File: config.mk
export PLATFORM = sky130hd
export DESIGN_NAME = data_mem_ctrl
export DESIGN_NICKNAME = d
export VERILOG_FILES = /design/src/rtl/data_mem_ctrl_pkg.sv /design/src/rtl/data_mem_ctrl_rr_arbiter2.sv /design/src/rtl/data_mem_ctrl.sv
export SDC_FILE = /design/constraint.sdc
export NUM_CORES = 1
export LEC_CHECK = 0
export CORE_AREA = 3 3 124 126
export DETAILED_ROUTE_END_ITERATION = 8
export DIE_AREA = 0 0 127 129
export PLACE_DENSITY_LB_ADDON = 0.12
export SETUP_SLACK_MARGIN = 0.4
export SLEW_MARGIN = 0
export SYNTH_ARGS = -nofsm -noshare
export SYNTH_HDL_FRONTEND = slang
export SYNTH_SLANG_ARGS = --single-unit
File: constraint.sdc
create_clock -name clk -period 4.35 [get_ports clk]
set_input_delay 0.435 -clock clk [delete_from_list [all_inputs] [get_ports clk]]
set_output_delay 0.435 -clock clk [all_outputs]
set_load 0.03 [all_outputs]
File: src/rtl/data_mem_ctrl_pkg.sv
// rtl/data_mem_ctrl_pkg.sv - shared types and constants for the data RAM controller
package data_mem_pkg;

  typedef enum logic [1:0] {
    SZ_BYTE = 2'b00,
    SZ_HALF = 2'b01,
    SZ_WORD = 2'b10
  } size_e;

  typedef enum logic [1:0] {
    IDLE   = 2'b00,
    ACCESS = 2'b01,
    WRITE  = 2'b10
  } ctrl_state_e;

  localparam int   NUM_PORTS = 2;
  localparam logic PORT_CPU  = 1'b0;
  localparam logic PORT_DMA  = 1'b1;

endpackage

File: src/rtl/data_mem_ctrl_rr_arbiter2.sv
// rtl/data_mem_ctrl_rr_arbiter2.sv - two-way round-robin arbiter with one-hot grant
module rr_arbiter2 (
  input  logic       clk,
  input  logic       rst_n,
  input  logic [1:0] req,
  input  logic       update,
  output logic [1:0] grant
);

  logic rr_last_q;

  // On contention the port not granted last time wins; a lone requester always wins.
  always_comb begin
    grant = req;
    if (req == 2'b11) begin
      grant = rr_last_q ? 2'b01 : 2'b10;
    end
  end

  always_ff @(posedge clk or negedge rst_n) begin
    if (!rst_n) begin
      rr_last_q <= 1'b1;
    end else if (update && (|req)) begin
      rr_last_q <= grant[1];
    end
  end

endmodule

File: src/rtl/data_mem_ctrl.sv
// rtl/data_mem_ctrl.sv - arbitrated data RAM controller with read-modify-write sub-word stores
module data_mem_ctrl
  import data_mem_pkg::*;
#(
  parameter int ADDRESS_WIDTH = 32,
  parameter int DATA_WIDTH    = 32
) (
  input  logic                                    clk,
  input  logic                                    rst_n,
  input  logic [NUM_PORTS-1:0]                    req_valid,
  output logic [NUM_PORTS-1:0]                    req_ready,
  input  logic [NUM_PORTS-1:0]                    req_we,
  input  logic [NUM_PORTS-1:0][1:0]               req_size,
  input  logic [NUM_PORTS-1:0][ADDRESS_WIDTH-1:0] req_addr,
  input  logic [NUM_PORTS-1:0][DATA_WIDTH-1:0]    req_wdata,
  output logic [NUM_PORTS-1:0]                    resp_valid,
  output logic [DATA_WIDTH-1:0]                   resp_rdata,
  output logic [ADDRESS_WIDTH-1:0]                Data_addr,
  output logic [DATA_WIDTH-1:0]                   Data_WD,
  output logic                                    Data_WE,
  input  logic [DATA_WIDTH-1:0]                   Data_RD
);

  ctrl_state_e              state_q, state_d;
  logic                     we_q;
  logic [1:0]               size_q;
  logic [ADDRESS_WIDTH-1:0] addr_q;
  logic [DATA_WIDTH-1:0]    wdata_q;
  logic                     port_q;
  logic [DATA_WIDTH-1:0]    merge_q, merge_d;
  logic [DATA_WIDTH-1:0]    wd_last_q;
  logic [NUM_PORTS-1:0]     grant;
  logic [NUM_PORTS-1:0]     port_oh;
  logic                     is_word;
  logic                     win;

  rr_arbiter2 u_arb (
    .clk    (clk),
    .rst_n  (rst_n),
    .req    (req_valid),
    .update (state_q == IDLE),
    .grant  (grant)
  );

  assign win       = grant[PORT_DMA];
  assign is_word   = size_q[1];
  assign port_oh   = (port_q == PORT_DMA) ? 2'b10 : 2'b01;
  assign Data_addr = addr_q;

  // The RAM is big-endian, so the addressed byte/half lands in the top bits of the word.
  assign merge_d = (size_q == SZ_BYTE)
                 ? {wdata_q[7:0],  Data_RD[DATA_WIDTH-9:0]}
                 : {wdata_q[15:0], Data_RD[DATA_WIDTH-17:0]};

  always_comb begin
    state_d    = state_q;
    req_ready  = '0;
    resp_valid = '0;
    resp_rdata = '0;
    Data_WE    = 1'b0;
    Data_WD    = wd_last_q;
    case (state_q)
      IDLE: begin
        req_ready = grant;
        if (|req_valid) state_d = ACCESS;
      end
      ACCESS: begin
        if (!we_q) begin
          resp_valid = port_oh;
          resp_rdata = Data_RD;
          state_d    = IDLE;
        end else if (is_word) begin
          Data_WE    = 1'b1;
          Data_WD    = wdata_q;
          resp_valid = port_oh;
          state_d    = IDLE;
        end else begin
          state_d = WRITE;
        end
      end
      WRITE: begin
        Data_WE    = 1'b1;
        Data_WD    = merge_q;
        resp_valid = port_oh;
        state_d    = IDLE;
      end
      default: state_d = IDLE;
    endcase
  end

  always_ff @(posedge clk or negedge rst_n) begin
    if (!rst_n) begin
      state_q   <= IDLE;
      we_q      <= 1'b0;
      size_q    <= 2'b00;
      addr_q    <= '0;
      wdata_q   <= '0;
      port_q    <= PORT_CPU;
      merge_q   <= '0;
      wd_last_q <= '0;
    end else begin
      state_q <= state_d;
      if ((state_q == IDLE) && (|req_valid)) begin
        we_q    <= req_we[win];
        size_q  <= req_size[win];
        addr_q  <= req_addr[win];
        wdata_q <= req_wdata[win];
        port_q  <= win;
      end
      if ((state_q == ACCESS) && we_q && !is_word) merge_q <= merge_d;
      // Data_WD keeps its last driven value while idle.
      if (Data_WE) wd_last_q <= Data_WD;
    end
  end

endmodule

Figure 1. Floorplan with the power grid (run 1).
Pins as bars on the die edge.
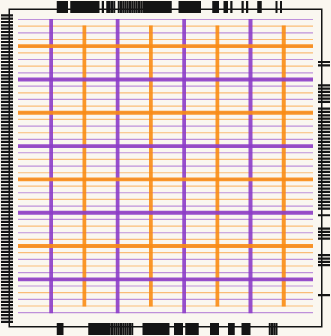
color	net
orange	VDD
purple	VSS
met4 straps	8
signal pins	271
met1 rails	45
Peak VDD IR: 0.390 mV
Core ar.: 14400 um2
die width: 127 um
die height: 129 um

Figure 2. Placement by cell class (run 1).
Scale bar: 50 um.
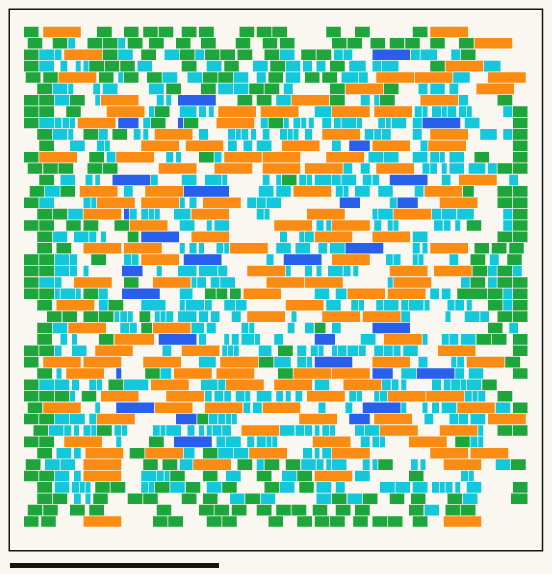
color	class	cells
cyan	all other logic	497
blue	clock drivers and dummy loads	30
orange	flip-flops	135
green	other buffers and delay cells	280
flop share of the area: 0.331
num rows: 44
Final Util: 0.709
Design Area, Final: 10200 um2

Figure 3. Routed clock nets over the placement (run 1).
Scale bar: 50 um.
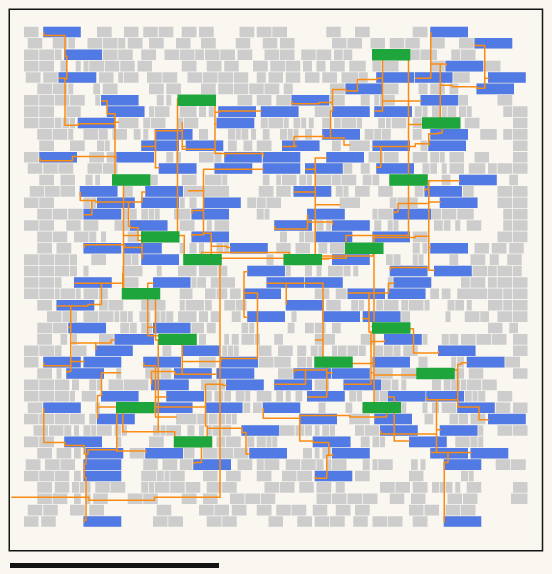
[blue] flip-flops | count: 135
[orange] clock wires | length: 1740 um
[green] cells driving clock nets | count: 17
flops lie	all over the die
insertion delay to the later sink of the worst-skew pair: 0.42 ns
Clk power: 0.00142 W

==> impl_metrics.py, run 1 <==
# Metrics from the implementation run
metrics = {
    "yosys": {
        "netlist_instances": 694,
        "edf_count": 0,
        "ys_chip_area_um2": 6900,
    },
    "worst_hold_path": {
        "min_path_type": "in -> async",
    },
    "placement": {
        "pre_cts_slack_ns": 1.10,
    },
    "global_route": {
        "grt_util_all_layers": 0.256,
    },
    "setup_path": {
        "cp_max_fo": 37,
        "cp_top_family": "adder cells",
        "worstSetupStartpointType": "register",
    },
    "cts": {
        "cts.clk_slew.worst_paths_ns": 0.06,
        "root_buffer": "clkbuf_16",
    },
    "drt": {
        "dr.pass1.iters": 5,
        "route.detailed.drc": 0,
        "wirelength_mm": 21.0,
    },
    "run_status": {
        "status": "completed",
    },
    "sta": {
        "rsz0062_at_grt": "false",
        "setup-tns-final_ns": 0,
        "slew_viol_final": 0,
    },
    "flow_run": {
        "maxCapViolCount": 0,
    },
    "power_and_ir_drop": {
        "pwr_density_cell_nw_per_um2": 742,
    },
    "finish": {
        "area_growth_syn_to_layout_pct": 48.1,
    },
    "die": {
        "io_pins": 271,
    },
}
-- run 1: per-stage QoR --
stage	area [um2]	total power (W)	instances
after floorplan	6900	0.00464	694
after global placement	9630	0.00607	1096
after detailed placement	9630	0.00618	1096
after CTS	10200	0.00763	1126
after global routing	10200	0.00803	1126
final	10200	0.00759	1126
-- run 1: Yosys cell counts, drive strengths merged (2+ instances only) --
master	n	area share
and2	32	0.029
clkbuf	29	0.016
dfrtp	134	0.49
nand4	2	0.0018
nor2b	2	0.0018
nand3b	2	0.0022
nor2	5	0.0042
inv	4	0.0022
a21oi	5	0.0036
a221o	31	0.045
nand2	118	0.064
a31oi	32	0.029
buf	33	0.030
and3	31	0.028
nand2b	3	0.0027
mux2	16	0.026
mux2i	83	0.12
ha	4	0.0072
o21ai	115	0.084
-- run 1: routing by layer --
metal	vias to the layer above	wire length [um]	track usage	part of all wire
li1	2956	-	-	-
met1	2952	7810	0.295	0.37
met4	0	607	0.117	0.029
met3	50	1880	0.0735	0.090
met5	-	0	0	0
met2	334	10700	0.442	0.51
-- run 1: power breakdown --
group,switching [W],internal [W]
clock,0.000504,0.000919
sequential,0.000469,0.00185
combinational,0.00226,0.00158
-- run 1: sequential cells by signal, indices dropped and copies added (netlist names) --
register,cells
size_q,2
state_q,2
Data_addr,32
wd_last_q,32
we_q,1
port_q,1
u_arb.rr_last_q,1
wdata_q,32
merge_q,32
-- run 1: path summary, 6_finish.rpt --
path / from / end / slack (ns) / cells past startpoint
worst max-delay path: state_q[0] / resp_valid[0] / 0.77 / 5
worst min-delay path: rst_n / wdata_q[25] / 0.11 / 1
worst max register to register: state_q[0] / wd_last_q[15] / 1.06 / 5
worst min register to register: merge_q[31] / merge_q[31] / 0.48 / 2
max in group asynchronous: rst_n / merge_q[12] / 3.18 / 2
min in group clk: merge_q[31] / merge_q[31] / 0.48 / 2
-- run 1: logic make-up (layout without fill, tap and decap cells) --
kind of cell	after synthesis	after routing	share of synthesized area
AOI/OAI and AO/OA	190	190	0.170
adders and majority gates	4	4	0.00725
buffers and inverters	66	314	0.0477
DFF	135	135	0.489
muxes	99	99	0.146
and+or+nand+nor	200	200	0.139
-- run 1: layout make-up --
class | count | share of cell area
clock buffers | 29 | 0.0548
clock inverters | 1 | 0.00294
inverters | 4 | 0.00147
multi-input cells | 493 | 0.315
flip-flops and latches | 135 | 0.331
well taps | 184 | 0.0225
repair buffers | 280 | 0.273
## Run 2: what changed since run 1
CORE_AREA = 3 3 136 138   (was 3 3 124 126)
DIE_AREA = 0 0 139 141   (was 0 0 127 129)
clock period = 3.18 ns   (was 4.35 ns; I/O delays follow)
Figure 4. Routed clock nets over the placement (run 2).
Scale bar: 50 um.
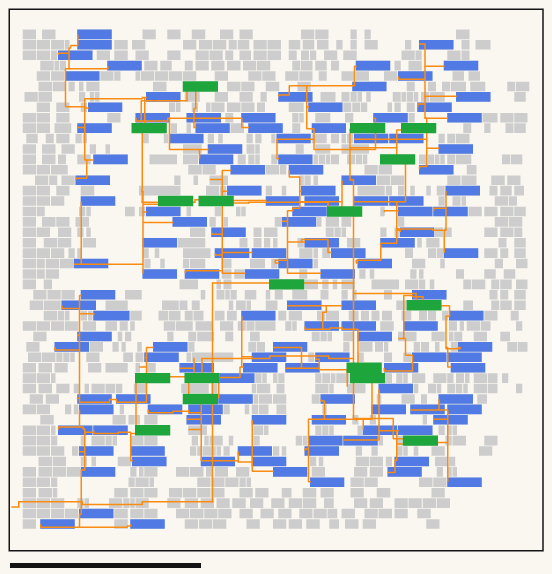
Final Skew: 0.0120 ns
Clk power: 0.00194 W
Clock Power Share: 0.189

==> impl_metrics.py, run 2 <==
# Metrics from the implementation run
metrics = {
    "run_status": {
        "violations": "negative hold slack",
        "status": "complete, but fails checks",
    },
    "sta": {
        "slew_viol_final": 0,
        "holdWs_ns": -0.00957,
        "rsz0062_at_grt": "true",
        "hold_viol": 4,
        "setup-tns-final_ns": 0,
    },
    "global_route": {
        "grt_util_all_layers": 0.219,
        "grt_use_met2": 0.373,
        "global_route.peak_usage_layer": "met2",
    },
    "power_and_ir_drop": {
        "ir_drop_mv": 0.454,
        "finalPower_w": 0.0103,
    },
    "die": {
        "io_pins": 271,
        "die_h_um": 141,
        "core_um2": 17300,
    },
    "finish": {
        "area_growth_syn_to_layout_pct": 48.8,
    },
    "yosys": {
        "top_cells_by_area": "dfrtp_1 (49%), mux2i_1 (12%), nand2_1 (6.4%)",
        "synthTopCellsByCount": "dfrtp_1 (134), nand2_1 (118), o21ai_0 (85), mux2i_1 (83)",
        "ys_chip_area_um2": 6900,
        "edf_count": 0,
        "top_area_cell": "dfrtp_1",
        "netlist_instances": 694,
    },
    "cts": {
        "clk_latency_ns": 0.42,
    },
    "worst_hold_path": {
        "min_path_type": "in -> async",
    },
    "setup_path": {
        "reg2reg_to": "wd_last_q[8]",
        "worstSetupStartpointType": "register",
        "r2r-start": "state_q[0]",
        "cp_max_fo": 7,
    },
    "drt": {
        "route.detailed.drc": 0,
        "wirelength_mm": 21.4,
    },
}
## run 2: worst max-delay path, stage by stage, from the launching register on
cell and delay (ns):
dfrtp_1 0.39, inv_1 0.12, ha_1 0.30, nor2b_4 0.26, buf_12 0.13, and2_1 0.12, clkdlybuf4s50_1 0.67
## run 2: per-layer routing
metal	vias up	wire [um]	share of wire
met5	-	0	0
met4	0	368	0.017
met3	30	1610	0.075
met2	233	10700	0.50
met1	2918	8780	0.41
li1	2968	-	-
## run 2: what timing repair did
action,CTS,global route
cloned,0,0
buffers inserted,1,0
resized,46,30
pin swaps,0,0
setup endpoints to repair,48,21
## run 2: cell type report
class | count | area [um2]
tap | 225 | 282
inverter | 4 | 15.0
timing repair buffer | 289 | 2790
multi-input combinational | 493 | 3220
fill | 1475 | 7030
clock buffer | 25 | 515
sequential | 135 | 3380
clock inverter | 3 | 65.1
## run 2: how the worst min path moves through the flow
stage,cells past startpoint,start,to
2_1_floorplan,0,rst_n,Data_addr[0]
3_3_place_gp,2,merge_q[31],merge_q[31]
3_5_place_dp,2,merge_q[31],merge_q[31]
4_1_cts,1,rst_n,merge_q[6]
5_1_grt,1,rst_n,merge_q[6]
6_report,1,rst_n,merge_q[6]
## run 2: kinds of logic after synthesis
logic type      share of synthesized area
flops                               0.489
compound gates                      0.170
mux                                 0.146
simple gates                        0.139
fa+ha+maj                         0.00725
buf+inv                            0.0477
## run 2: power by group
group / switching, W / total [W] / internal [W]
Clock: 0.000678 / 0.00194 / 0.00126
Combinational: 0.00308 / 0.00515 / 0.00208
Sequential: 0.000647 / 0.00317 / 0.00253
Total: 0.00440 / 0.0103 / 0.00586
## run 2: metrics by stage
step	cell area [um2]	cells	hold slack, ns	util	setup slack (ns)
detailed placement	9750	1145	0.469	0.564	0.474
finish	10300	1174	-0.00957	0.594	0.453
global route	10300	1174	0.0673	0.594	0.320
global placement	9750	1145	0.459	0.564	0.564
floorplan	6900	694	0.0224	-	0.983
CTS	10300	1174	0.0411	0.596	0.376
Power is estimated from default activity; no workload was simulated.
